## src/rtl/fb_pkg.sv

```systemverilog
// Shared types and screen constants for the plot sink: screen geometry, FSM
// states, the queued pixel record and the linear-address helper.
package fb_pkg;

    localparam int SCR_W    = 160;
    localparam int SCR_H    = 120;
    localparam int ADDR_W   = 15;
    localparam int COLOUR_W = 3;

    localparam logic [7:0]        X_LIM     = 8'(SCR_W);
    localparam logic [6:0]        Y_LIM     = 7'(SCR_H);
    localparam logic [ADDR_W-1:0] LAST_ADDR = ADDR_W'(SCR_W * SCR_H - 1);

    typedef enum logic [1:0] {
        IDLE,
        DRAIN,
        CLEAR
    } state_t;

    typedef struct packed {
        logic [7:0]          x;
        logic [6:0]          y;
        logic [COLOUR_W-1:0] c;
    } pixel_t;

    // y*160 + x as two shifts and adds, kept at full address width.
    function automatic logic [ADDR_W-1:0] pix_addr(input pixel_t p);
        logic [ADDR_W-1:0] y_ext;
        y_ext = ADDR_W'(p.y);
        return (y_ext << 7) + (y_ext << 5) + ADDR_W'(p.x);
    endfunction

    function automatic logic on_screen(input pixel_t p);
        return (p.x < X_LIM) && (p.y < Y_LIM);
    endfunction

endpackage

```

## src/rtl/fb_fifo.sv

```systemverilog
// Small synchronous FIFO of pixel records buffering plot bursts ahead of the
// frame buffer write port. Wrap-bit pointers give full/empty/count.
module fb_fifo
    import fb_pkg::*;
#(
    parameter int DEPTH = 4
) (
    input  logic                     clk,
    input  logic                     r_set,
    input  logic                     push,
    input  pixel_t                   wdata,
    input  logic                     pop,
    output pixel_t                   rdata,
    output logic                     full,
    output logic                     empty,
    output logic [$clog2(DEPTH):0]   count
);

    localparam int PW = $clog2(DEPTH);

    pixel_t        mem [DEPTH];
    logic [PW:0]   wr_ptr;
    logic [PW:0]   rd_ptr;

    // NOTE: the storage array is deliberately not reset; only the pointers
    // define what is valid, and a reset on the array would force it into flops.
    always_ff @(posedge clk) begin
        if (push) begin
            mem[wr_ptr[PW-1:0]] <= wdata;
        end
    end

    always_ff @(posedge clk or posedge r_set) begin
        if (r_set) begin
            wr_ptr <= '0;
            rd_ptr <= '0;
        end else begin
            if (push) wr_ptr <= wr_ptr + 1'b1;
            if (pop)  rd_ptr <= rd_ptr + 1'b1;
        end
    end

    assign count = wr_ptr - rd_ptr;
    assign empty = (count == '0);
    assign full  = (count == (PW+1)'(DEPTH));
    assign rdata = mem[rd_ptr[PW-1:0]];

endmodule

```

## src/rtl/fb_plot_sink.sv

```systemverilog
// Plot-interface sink: queues pixel writes, drops off-screen ones, runs a
// full-screen clear sweep. Optional drop counter enabled by FB_OOB_COUNT_EN.
module fb_plot_sink
    import fb_pkg::*;
#(
    parameter int FIFO_DEPTH = 4
) (
    input  logic                clk,
    input  logic                r_set,
    input  logic [7:0]          plot_x,
    input  logic [6:0]          plot_y,
    input  logic [COLOUR_W-1:0] plot_c,
    input  logic                plot_valid,
    output logic                plot_ready,
    input  logic                clear_req,
    input  logic [COLOUR_W-1:0] clear_colour,
    output logic                busy,
    output logic                mem_we,
    output logic [ADDR_W-1:0]   mem_addr,
    output logic [COLOUR_W-1:0] mem_data
`ifdef FB_OOB_COUNT_EN
    ,
    output logic [7:0]          oob_count
`endif
);

    localparam int CNT_W = $clog2(FIFO_DEPTH) + 1;

    state_t              state;
    logic                clear_pending;
    logic [COLOUR_W-1:0] fill_colour;
    logic [ADDR_W-1:0]   clr_addr;

    pixel_t              fifo_wdata;
    pixel_t              fifo_rdata;
    logic                fifo_full;
    logic                fifo_empty;
    logic [CNT_W-1:0]    fifo_count;

    logic push;
    logic pop;
    logic clr_take;
    logic pend_next;
    logic drained;

    assign plot_ready = !fifo_full && !clear_pending && (state != CLEAR);
    assign busy       = (state != IDLE) || clear_pending;

    assign fifo_wdata = '{x: plot_x, y: plot_y, c: plot_c};
    assign push       = plot_valid && plot_ready;
    assign pop        = (state == DRAIN) && !fifo_empty;
    assign clr_take   = clear_req && (state != CLEAR);
    assign pend_next  = clear_pending || clr_take;
    // FIFO will be empty after this edge and nothing new arrives.
    assign drained    = !push && (fifo_empty || (pop && fifo_count == CNT_W'(1)));

    fb_fifo #(.DEPTH(FIFO_DEPTH)) u_fifo (
        .clk   (clk),
        .r_set (r_set),
        .push  (push),
        .wdata (fifo_wdata),
        .pop   (pop),
        .rdata (fifo_rdata),
        .full  (fifo_full),
        .empty (fifo_empty),
        .count (fifo_count)
    );

    // NOTE: all state here is updated with non-blocking assignments so every
    // branch reads the values from before the edge, independent of statement order.
    always_ff @(posedge clk or posedge r_set) begin
        if (r_set) begin
            state         <= IDLE;
            clear_pending <= 1'b0;
            fill_colour   <= '0;
            clr_addr      <= '0;
            mem_we        <= 1'b0;
            mem_addr      <= '0;
            mem_data      <= '0;
        end else begin
            mem_we <= 1'b0;
            if (clr_take) fill_colour <= clear_colour;

            case (state)
                IDLE: begin
                    if (push) begin
                        state         <= DRAIN;
                        clear_pending <= clr_take;
                    end else if (clr_take) begin
                        state    <= CLEAR;
                        clr_addr <= '0;
                    end
                end

                DRAIN: begin
                    if (pop) begin
                        mem_we   <= on_screen(fifo_rdata);
                        mem_addr <= pix_addr(fifo_rdata);
                        mem_data <= fifo_rdata.c;
                    end
                    if (drained) begin
                        clear_pending <= 1'b0;
                        if (pend_next) begin
                            state    <= CLEAR;
                            clr_addr <= '0;
                        end else begin
                            state <= IDLE;
                        end
                    end else begin
                        clear_pending <= pend_next;
                    end
                end

                CLEAR: begin
                    mem_we   <= 1'b1;
                    mem_addr <= clr_addr;
                    mem_data <= fill_colour;
                    clr_addr <= clr_addr + 1'b1;
                    if (clr_addr == LAST_ADDR) state <= IDLE;
                end

                default: state <= IDLE;
            endcase
        end
    end

`ifdef FB_OOB_COUNT_EN
    // Saturating count of popped pixels that fell outside the screen.
    always_ff @(posedge clk or posedge r_set) begin
        if (r_set) begin
            oob_count <= '0;
        end else if (pop && !on_screen(fifo_rdata) && oob_count != 8'hFF) begin
            oob_count <= oob_count + 1'b1;
        end
    end
`endif

endmodule

```

## config.mk

```make
export PLATFORM = sky130hd
export DESIGN_NAME = fb_plot_sink
export DESIGN_NICKNAME = d
export VERILOG_FILES = /design/src/rtl/fb_pkg.sv /design/src/rtl/fb_fifo.sv /design/src/rtl/fb_plot_sink.sv
export SDC_FILE = /design/constraint.sdc
export NUM_CORES = 1
export LEC_CHECK = 0
export ABC_AREA = 1
export CAP_MARGIN = 20
export CORE_MARGIN = 5
export CORE_UTILIZATION = 42
export DETAILED_ROUTE_END_ITERATION = 6
export PLACE_DENSITY = 0.68
export SLEW_MARGIN = 25
export SYNTH_ARGS = -nofsm -noshare
export SYNTH_HDL_FRONTEND = slang
export SYNTH_SLANG_ARGS = --single-unit
```

## constraint.sdc

```tcl
create_clock -name clk -period 3.1 [get_ports clk]
set_clock_uncertainty 0.05 [all_clocks]
set_input_delay 0.62 -clock clk [delete_from_list [all_inputs] [get_ports clk]]
set_output_delay 0.62 -clock clk [all_outputs]
set_load 0.01 [all_outputs]
```

==> Slide: Implementation Results, run 1 <==
Run Summary

Synthesis
  • Register share after synthesis: 0.556
  • Distinct lib cells: approximately 40
  • Syn Area/Cell: 9.65 sq um
  • Synth area leader: edfxtp_1
  • Yosys xor share: 0.0191
  • Syn_nets: approximately 670
  • Yosys top cell area share: 0.363
  • Synth Area in Adders: 0.0604

Drt
  • DRC Markers: 0
  • Routed wl met2: 6.39 mm
  • WL met3: 618 um
  • Mean number of vias per cell: 5.08
  • DR top layer: met4

Power and ir drop
  • Clk pwr share: 0.220
  • Net Sw Power: 0.00347 W
  • Combinational share of power: 0.511
  • Internal power: 0.00495 W
  • Comb. pwr: 0.00430 W
  • Flop pwr share: 0.269
  • Power, Total: 0.00842 W
  • Sw Share: 0.412

Floorplanning
  • Total die area: 16700 sq um

Placement
  • RD Place Congestion: 0.860
  • Worst slack at placement: 0.194 ns
  • Post-DP Area: 6670 sq um

Outcome
  • Status: finished, final reports clean

Cells and area
  • Combinational gate area: 2310 sq um
  • Final #Nets: 733
  • Share of layout cells above drive strength 1: 0.112
  • Fin area: 7270 sq um

Clocking
  • CTS root buf: clkbuf_16
  • Post-cts repair resize count: 4
  • CTS Sinks: 118
  • Worst skew pair latency: 0.42 ns
  • Num CTS Buffers: 17

Timing
  • Min Tclk post-route: 2.83 ns
  • Fin Setup TNS: 0 ns
  • Cycle use final: 0.913
  • Worst slew pin tran: about 0.65 ns

Hold path
  • HP Class: flip-flop to flip-flop

GRT
  • Global-route wire length before repair: between 20 and 25 mm
  • Largest net degree at the start of global routing: 32
  • Grt met2 use: 0.265
  • GRT Max-Usage Layer: met2
  • Vias in the first global route: 4434

Worst setup path
  • CP startpoint: u_fifo.rd_ptr[0]$_DFFE_PP0P_
  • CP Class: flip-flop to flip-flop
  • Worst r2r src: u_fifo.rd_ptr[0]$_DFFE_PP0P_

Flow run
  • Tool warnings: 32
==> run 1: path summary, 6_finish.rpt <==
| path | endpoint |
|---|---|
| worst max register to register | mem_addr[10]$_DFFE_PP0P_ |
| min in group asynchronous | mem_addr[13]$_DFFE_PP0P_ |
| worst max-delay path | mem_addr[10]$_DFFE_PP0P_ |
| worst min register to register | mem_addr[0]$_DFFE_PP0P_ |
| max in group asynchronous | mem_data[0]$_DFFE_PP0P_ |
| worst min-delay path | mem_addr[0]$_DFFE_PP0P_ |
==> run 1: critical path, cell delays in order (launching register included) <==
cell	delay, ns
dfrtp_2	0.40
buf_4	0.17
inv_2	0.12
nand2_1	0.08
a32oi_2	0.20
inv_1	0.09
fa_1	0.54
inv_1	0.08
fa_2	0.42
a31oi_1	0.21
xor2_1	0.18
nand2_1	0.08
a31oi_1	0.13
==> run 1: cell type report <==
| type | instances | share of cell area |
|---|---|---|
| inverter | 48 | 0.0251 |
| sequential | 118 | 0.456 |
| timing repair buffer | 68 | 0.0934 |
| clock inverter | 9 | 0.0141 |
| multi-input combinational | 428 | 0.318 |
| tap | 180 | 0.0310 |
| clock buffer | 23 | 0.0630 |
==> run 1: state kept, by name, indices dropped and copies added (netlist names) <==
signal         flops
state              2
clr_addr          15
clear_pending      1
mem_data           3
u_fifo.mem        72
u_fifo.wr_ptr      3
mem_we             1
u_fifo.rd_ptr      3
mem_addr          15
fill_colour        3
==> run 1: stage by stage <==
step / utilization / instances / hold slack, ns
floorplan: - / 618 / 0.399
global placement: 0.481 / 840 / 0.409
finish: 0.524 / 874 / 0.420
CTS: 0.523 / 874 / 0.432
detailed placement: 0.481 / 840 / 0.419
global route: 0.524 / 874 / 0.452
run_1/pdn.png
Scale bar: 50 um. Pins as bars on the die edge. Tap cells in grey.
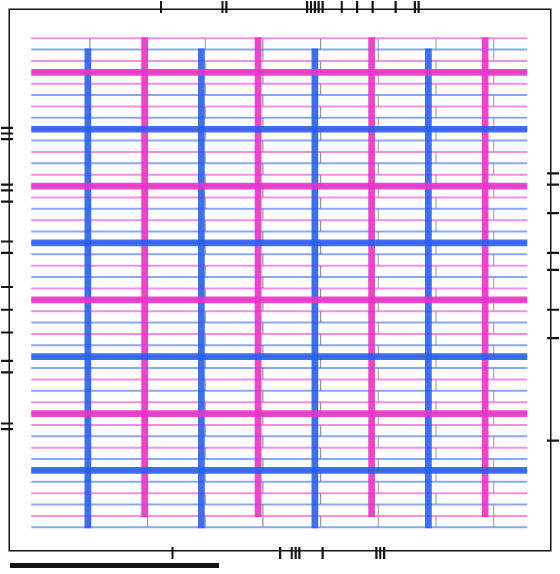
legend:
  VSS:
    colour: blue
  VDD:
    colour: magenta
signal pins: 46
met1 rails: 44
rows: 43
tap cells: 180
core area: 13900 sq um
Die Wd: 129 um
Die Y: 129 um

run_1/final_placement.png
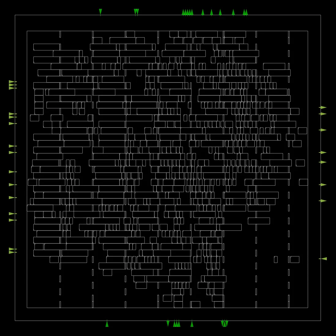
Core Rows: 43
well tap count: 180
Seq area share: 0.456

run_1/wire_density.png
The die is cut into 26 by 26 equal tiles; dark blue is low, red is high, scaled to the fullest tile. Values are wire area over tile area, all layers added.
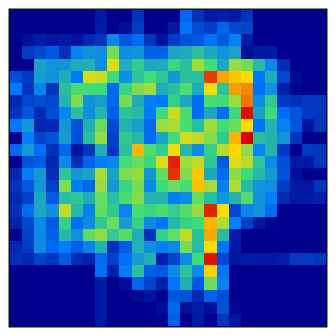
fullest tile: 0.52
nearly empty tiles: 26%
mean over tiles: 0.13

run_1/port_nets.png
Scale bar: 50 um.
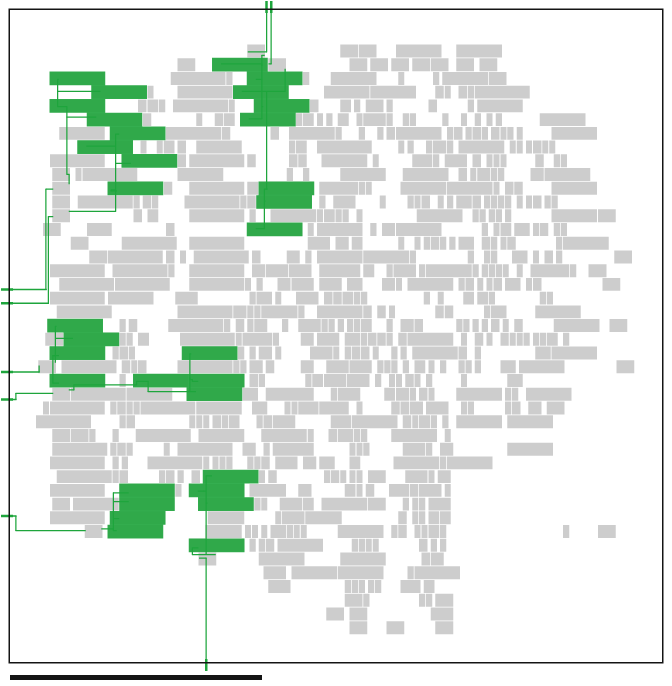
legend:
  plot_x:
    colour: green
    bits: 8
    direction: input
    end_cells: 32
    buffers: 8
    wire: 373 um
IO buf count: 45
io pins: 46

run_1/cell_classes.png
Fill, decap, tap and diode cells in grey.
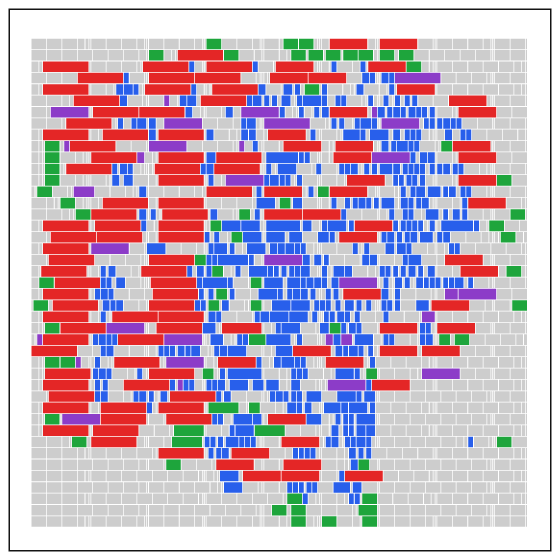

==> run 1 -> run 2 <==
--- a/config.mk
+++ b/config.mk
@@ -9,8 +9,9 @@
 export CAP_MARGIN = 20
 export CORE_MARGIN = 5
 export CORE_UTILIZATION = 42
+export CTS_CLUSTER_DIAMETER = 50
 export DETAILED_ROUTE_END_ITERATION = 6
-export PLACE_DENSITY = 0.68
+export PLACE_DENSITY = 0.66
 export SLEW_MARGIN = 25
 export SYNTH_ARGS = -nofsm -noshare
 export SYNTH_HDL_FRONTEND = slang
==> constraint.sdc (replaced) <==
create_clock -name clk -period 3.2 [get_ports clk]
set_clock_uncertainty 0.05 [all_clocks]
set_input_delay 0.64 -clock clk [delete_from_list [all_inputs] [get_ports clk]]
set_output_delay 0.64 -clock clk [all_outputs]
set_load 0.01 [all_outputs]
run_2/cell_classes.png
Fill, decap, tap and diode cells in grey.
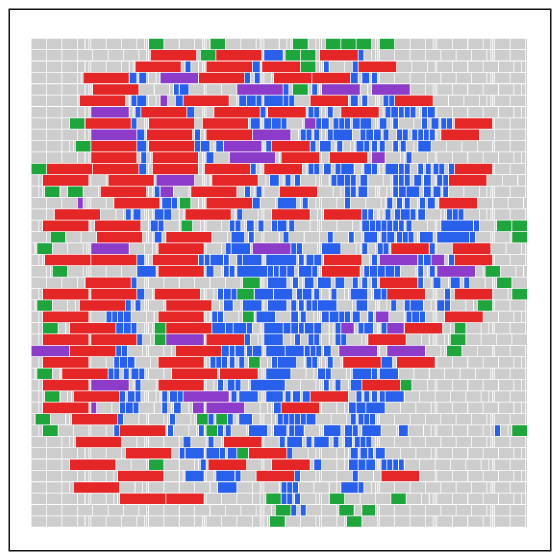
legend:
  flops:
    colour: red
    cells: 118
    share_of_their_area: 47%
  all other logic:
    colour: blue
    cells: 476
    share_of_their_area: 36%
  clock drivers and dummy loads:
    colour: purple
    cells: 32
    share_of_their_area: 9.0%
  other buffers and delay cells:
    colour: green
    cells: 59
    share_of_their_area: 8.0%

==> Slide: Implementation Results, run 2 <==
Run Summary

Outcome
  • Status: finished, final reports clean

Floorplanning
  • Die Wd: 129 um (unchanged)
  • Io pins: 46 (unchanged)
  • Core area: 13900 sq um (unchanged)
  • Die Y: 129 um (unchanged)
  • Core Rows: 43 (unchanged)

Flow run
  • Tool warnings: 32 (unchanged)

Hold path
  • Hold-critical path endpoint: mem_addr[0]$_DFFE_PP0P_

Synthesis
  • Yosys xor share: 0.0191 (unchanged)
  • Register share after synthesis: 0.556 (unchanged)
  • Synth Area in Adders: 0.0604 (unchanged)
  • Synth area leader: edfxtp_1

Worst setup path
  • CP Class: flip-flop to output pin
  • Crit Reg-Reg Endpoint: mem_addr[12]$_DFFE_PP0P_
  • CP delay by family, top: adder cells
  • CP Buf/Inv Count: 4 (unchanged)
  • CP cell instances: buf_6, ha_1, fa_2, nand2_1, inv_1, nand3_2, nand2_1, inv_1, dlygate4sd2_1
  • Crit-path slowest cell: fa_2
  • Crit path largest cell delay: 0.53 ns (about the same)
  • Worst r2r src: u_fifo.rd_ptr[0]$_DFFE_PP0P_

Timing
  • Cycle use final: 0.946
  • Min Tclk post-route: 3.03 ns
  • Worst slew pin tran: 0.850 ns (+0.202 ns)

Power and ir drop
  • Internal power: 0.00484 W (-2.2%)
  • Comb. pwr: 0.00403 W (-6.3%)
  • Flop pwr share: 0.267 (-0.002)
  • Net Sw Power: 0.00339 W (-2.4%)
  • Sw Share: 0.412 (about the same)

Drt
  • Mean number of vias per cell: 5.11 (+0.45%)

Cells and area
  • Fin area: 7220 sq um (-0.74%)
  • Final #Nets: 724 (-1.2%)

Clocking
  • CTS Sinks: 118 (unchanged)

GRT
  • Vias in the first global route: 4417 (-0.38%)
  • Global-route wire length before repair: 21.4 mm (-0.19%)
  • Largest net degree at the start of global routing: 32 (unchanged)
  • GRT Max-Usage Layer: met2

Placement
  • RD Place Congestion: 0.806 (-6.3%)
  • Post-DP Area: 6560 sq um (-1.7%)
  • Worst slack at placement: 0.308 ns (+0.114 ns)
run_2/wire_density.png
The die is cut into 26 by 26 equal tiles; dark blue is low, red is high, scaled to the fullest tile. Values are wire area over tile area, all layers added.
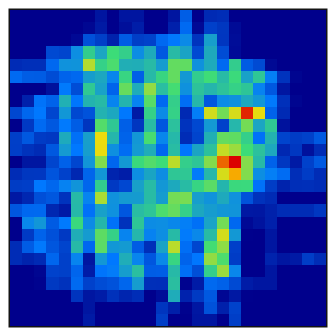
emptiest ninth of the die: bottom right
mean over tiles: 0.13
densest ninth of the die: middle
tiles over half the peak: 7.7%
fullest tile: 0.62
DR vias: 4418
wire per inst: 15.1 um
gr usage total: 0.166
drt total wl: 13.1 mm

[run 2: routing by layer]
layer / part of all wire / vias to the layer above
li1: - / 2179
met2: 0.48 / 99
met3: 0.053 / 27
met4: 0.022 / 0
met1: 0.45 / 2113
met5: 0 / -
[run 2: what timing repair did]
action                                 4_1_cts  5_1_grt
hold buffers                                 0        0
gates resized                                3        5
setup endpoints to repair                    1        4
buffers inserted                             1        0
endpoints found under the hold margin        0        0
[run 2: metrics by stage]
stage | total power, W | util | hold WS (ns)
5_1_grt | 0.00890 | 0.520 | 0.461
3_3_place_gp | 0.00608 | 0.473 | 0.409
3_5_place_dp | 0.00619 | 0.473 | 0.411
2_1_floorplan | 0.00515 | - | 0.399
6_report | 0.00823 | 0.520 | 0.427
4_1_cts | 0.00824 | 0.519 | 0.426
[run 2: how the worst max path moves through the flow]
stage / from / to / slack, ns / depth (start not counted)
2_1_floorplan: u_fifo.rd_ptr[0]$_DFFE_PP0P_ / mem_addr[10]$_DFFE_PP0P_ / 0.23 / 14
3_5_place_dp: u_fifo.rd_ptr[0]$_DFFE_PP0P_ / mem_addr[11]$_DFFE_PP0P_ / 0.31 / 13
6_report: u_fifo.rd_ptr[0]$_DFFE_PP0P_ / plot_ready / 0.17 / 9
4_1_cts: u_fifo.rd_ptr[0]$_DFFE_PP0P_ / plot_ready / 0.16 / 9
5_1_grt: u_fifo.rd_ptr[0]$_DFFE_PP0P_ / mem_addr[12]$_DFFE_PP0P_ / 0.006 / 14
3_3_place_gp: u_fifo.rd_ptr[0]$_DFFE_PP0P_ / plot_ready / 0.37 / 9
[run 2: final cells by class]
class	count	area (sq um)
Clock buffer	17	425
Sequential cell	118	3310
Tap cell	180	225
Multi-Input combinational cell	428	2300
Clock inverter	15	203
Timing Repair Buffer	59	562
Inverter	48	185
Fill cell	1259	6660
Power is estimated from default activity; no workload was simulated.
